[src/rtl/mips_pkg.sv]
// rtl/mips_pkg.sv - shared types and defaults for the MIPS core and its boot sequencer
package mips_pkg;

    typedef enum logic [1:0] {
        IDLE   = 2'd0,
        LOAD   = 2'd1,
        SETTLE = 2'd2,
        RUN    = 2'd3
    } boot_state_t;

    localparam int          WORD_BYTES       = 4;
    localparam int          IMEM_DEPTH_WORDS = 64;
    localparam logic [31:0] IMEM_BASE_ADDR   = 32'h0;

endpackage

[src/rtl/boot_write_port.sv]
// rtl/boot_write_port.sv - registered instruction-memory write stage with address generator
//
// Ports:
//   clk, rst_n               clock, asynchronous active-low reset
//   wr_req                   a word was accepted this cycle
//   wr_index                 slot index of the accepted word (word count before increment)
//   wr_data                  accepted instruction word
//   instrdatain, addwrite    registered write data / byte address
//   instwen                  registered write enable, one cycle after wr_req
module boot_write_port
    import mips_pkg::*;
#(
    parameter int          CW        = 7,
    parameter logic [31:0] BASE_ADDR = IMEM_BASE_ADDR,
    parameter int          ADDR_STEP = WORD_BYTES
) (
    input  logic          clk,
    input  logic          rst_n,
    input  logic          wr_req,
    input  logic [CW-1:0] wr_index,
    input  logic [31:0]   wr_data,
    output logic [31:0]   instrdatain,
    output logic [31:0]   addwrite,
    output logic          instwen
);

    // Address wraps modulo 2^32 by construction of the 32-bit arithmetic.
    logic [31:0] slot_addr;
    assign slot_addr = BASE_ADDR + 32'(wr_index) * 32'(ADDR_STEP);

    always_ff @(posedge clk or negedge rst_n) begin
        if (!rst_n) begin
            instwen     <= 1'b0;
            instrdatain <= 32'h0;
            addwrite    <= BASE_ADDR;
        end else begin
            instwen <= wr_req;
            // Data/address hold their last value between writes.
            if (wr_req) begin
                instrdatain <= wr_data;
                addwrite    <= slot_addr;
            end
        end
    end

endmodule

[src/rtl/imem_boot_sequencer.sv]
// rtl/imem_boot_sequencer.sv - loads a program stream into instruction memory and releases the core
//
// Ports:
//   clk, reset                      clock, asynchronous active-low reset
//   start                           pulse to begin a load (from IDLE or RUN)
//   s_valid, s_data, s_last,
//   s_ready                         program word stream
//   instrdatain, addwrite, instwen  instruction memory write port
//   core_reset                      active-high reset held on the datapath until RUN
//   busy, done                      load/settle in progress, core running
//   word_count, overflow            words written in this load, program truncated
module imem_boot_sequencer
    import mips_pkg::*;
#(
    parameter int          DEPTH_WORDS   = IMEM_DEPTH_WORDS,
    parameter logic [31:0] BASE_ADDR     = IMEM_BASE_ADDR,
    parameter int          ADDR_STEP     = WORD_BYTES,
    parameter int          SETTLE_CYCLES = 2
) (
    input  logic                         clk,
    input  logic                         reset,
    input  logic                         start,
    input  logic                         s_valid,
    input  logic [31:0]                  s_data,
    input  logic                         s_last,
    output logic                         s_ready,
    output logic [31:0]                  instrdatain,
    output logic [31:0]                  addwrite,
    output logic                         instwen,
    output logic                         core_reset,
    output logic                         busy,
    output logic                         done,
    output logic [$clog2(DEPTH_WORDS):0] word_count,
    output logic                         overflow
);

    localparam int CW = $clog2(DEPTH_WORDS) + 1;
    localparam int SW = $clog2(SETTLE_CYCLES + 1);

    boot_state_t   state;
    logic [SW-1:0] settle_cnt;
    logic          accept;
    logic          last_slot;

    // Status outputs are pure decodes of state so an async reset or a
    // reload edge changes them without an extra register stage.
    assign s_ready    = (state == LOAD);
    assign busy       = (state == LOAD) || (state == SETTLE);
    assign done       = (state == RUN);
    assign core_reset = (state != RUN);

    assign accept    = s_valid && s_ready;
    assign last_slot = (word_count == CW'(DEPTH_WORDS - 1));

    always_ff @(posedge clk or negedge reset) begin
        if (!reset) begin
            state      <= IDLE;
            word_count <= '0;
            overflow   <= 1'b0;
            settle_cnt <= '0;
        end else begin
            case (state)
                IDLE, RUN: begin
                    if (start) begin
                        state      <= LOAD;
                        word_count <= '0;
                        overflow   <= 1'b0;
                    end
                end
                LOAD: begin
                    if (accept) begin
                        word_count <= word_count + CW'(1);
                        if (s_last) begin
                            state      <= SETTLE;
                            settle_cnt <= '0;
                        end else if (last_slot) begin
                            // Memory is full but the program is not: truncate.
                            overflow   <= 1'b1;
                            state      <= SETTLE;
                            settle_cnt <= '0;
                        end
                    end
                end
                SETTLE: begin
                    // The first SETTLE cycle carries the final write pulse.
                    if (settle_cnt == SW'(SETTLE_CYCLES - 1)) begin
                        state <= RUN;
                    end else begin
                        settle_cnt <= settle_cnt + SW'(1);
                    end
                end
                default: state <= IDLE;
            endcase
        end
    end

    boot_write_port #(
        .CW        (CW),
        .BASE_ADDR (BASE_ADDR),
        .ADDR_STEP (ADDR_STEP)
    ) u_write_port (
        .clk         (clk),
        .rst_n       (reset),
        .wr_req      (accept),
        .wr_index    (word_count),
        .wr_data     (s_data),
        .instrdatain (instrdatain),
        .addwrite    (addwrite),
        .instwen     (instwen)
    );

endmodule

[config.mk]
export PLATFORM = sky130hd
export DESIGN_NAME = imem_boot_sequencer
export DESIGN_NICKNAME = d
export VERILOG_FILES = /design/src/rtl/mips_pkg.sv /design/src/rtl/boot_write_port.sv /design/src/rtl/imem_boot_sequencer.sv
export SDC_FILE = /design/constraint.sdc
export NUM_CORES = 1
export LEC_CHECK = 0
export CORE_MARGIN = 2
export CORE_UTILIZATION = 41
export CTS_CLUSTER_DIAMETER = 40
export DETAILED_ROUTE_END_ITERATION = 6
export MAX_ROUTING_LAYER = met4
export PLACE_DENSITY = 0.86
export SYNTH_ARGS = -nofsm -noshare
export SYNTH_HDL_FRONTEND = slang
export SYNTH_SLANG_ARGS = --single-unit
[constraint.sdc]
create_clock -name clk -period 1.91 [get_ports clk]
set_input_delay 0.2865 -clock clk [delete_from_list [all_inputs] [get_ports clk]]
set_output_delay 0.2865 -clock clk [all_outputs]
set_load 0.03 [all_outputs]
Figure 1. Routing congestion.
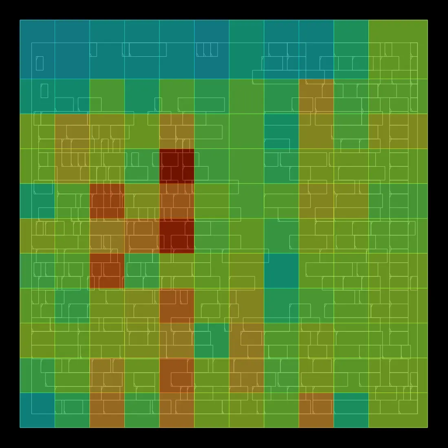
busiest grt layer: met2
met3 GRT Util: 4.38%
wire per inst: 13.7 um
total track usage: 16.2%
met2 Usage GRT: 29.6%

Figure 2. Clock network drawn from the DEF.
Scale: 8 px per um.
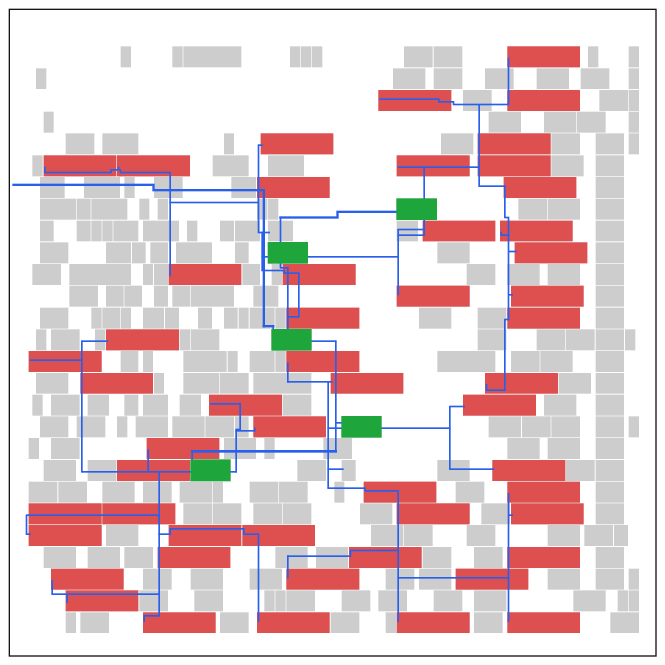
[blue] clock wires | length: 586 um
[red] flip-flops | count: 52
[green] clock-net drivers | count: 5
routed clock nets	6
clock network fraction of design power: 11.3%
Late-Pin Clk Latency: 0.30 ns

Figure 3. Signal wires by layer.
Scale: 8 px per um. Only two layers are drawn.
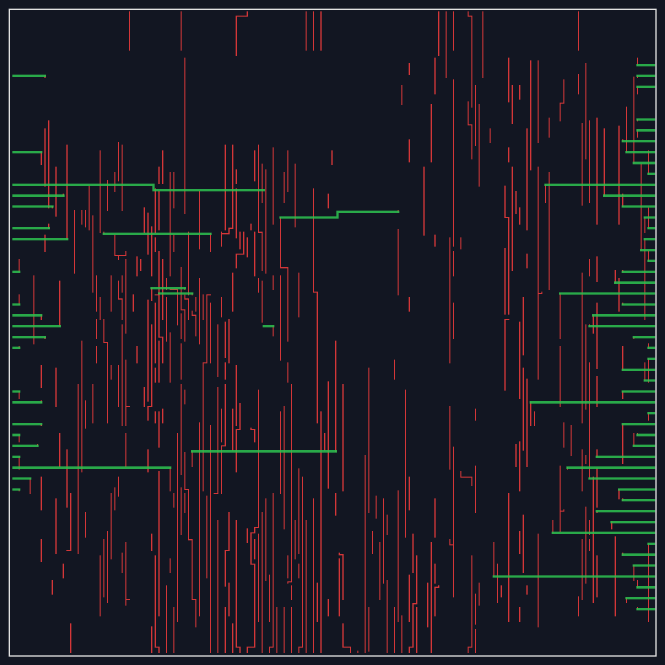
color	layer	wire length
green	M3	388 um
red	M2	2480 um

==> results.py <==
# Auto-generated metrics
metrics = {
    "cells_and_area": {
        "layout_top_cells": "clkdlybuf4s50_1 (83), dfrtp_1 (52), mux2_2 (39)",
        "stdcell_count": 357,
        "drive_above_1_share_pct": 22.1,
        "layout.area.comb_um2": 967,
        "regArea_um2": 1300,
        "syn_to_final_growth_pct": 42.0,
    },
    "cts": {
        "clockRootBuffer": "clkbuf_8",
        "htreeDepth": 2,
        "clockBufferDepth": 2,
    },
    "power_and_ir_drop": {
        "sw_frac_of_total_pct": 41.7,
        "p_int_uw": 3210,
        "power.switching_uw": 2300,
        "cellLeakagePower_uw": 0.00152,
        "ir_worst_vdd_v": 0.000980,
    },
    "sta": {
        "grt_setup_unrepaired": "false",
        "fmax_mhz": 549,
        "fin_hold_ws_ns": 0.483,
        "fin_crit_ns": 1.82,
    },
    "floorplanning": {
        "coreArea_um2": 5610,
        "ios": 114,
    },
    "synth": {
        "top_cell": "dfrtp_1",
        "async_flop_share_pct": 100,
        "ys_sh_mux_pct": 19.1,
        "ys_cells": 189,
        "aoi_share_pct": 5.76,
        "ys_warn_count": 0,
        "postSynthSeqShare_pct": 54.0,
        "synth_top_cell_by_area": "dfrtp_1",
    },
    "critical_path": {
        "cp.buffers_inverters": 1,
        "critical_path_class": "flip-flop to output pin",
        "r2r-end": "word_count[3]",
    },
    "routing": {
        "met2_wirelength_mm": 2.48,
        "dr.max_layer_used": "met4",
        "drtIter0Drc": 79,
    },
    "outcome": {
        "status": "finished, final reports clean",
    },
    "run": {
        "drv_cap": 0,
    },
}
-- final cells by class --
cell class                 instances  area share, %
clock buffer                       5           2.01
multi-input combinational        125           28.3
sequential                        52           38.0
tap                               72           2.63
inverter                           7          0.768
timing repair buffer              93           27.7
clock inverter                     3          0.622
-- state kept, by name, indices dropped and copies added, names as in the netlist --
register,cells
u_write_port.instrdatain,32
word_count,7
u_write_port.instwen,1
u_write_port.addwrite,7
settle_cnt,2
state,2
overflow,1
-- power groups by stage --
stage	registers [uW]	logic [uW]	clock network, uW
6_report	1750	3140	624
5_1_grt	1790	3320	719
4_1_cts	1750	3180	654
3_5_place_dp	1770	3180	0
3_3_place_gp	1740	3110	0
2_1_floorplan	2530	1180	0
No activity file was given, so power comes from the tool's default toggle rates.
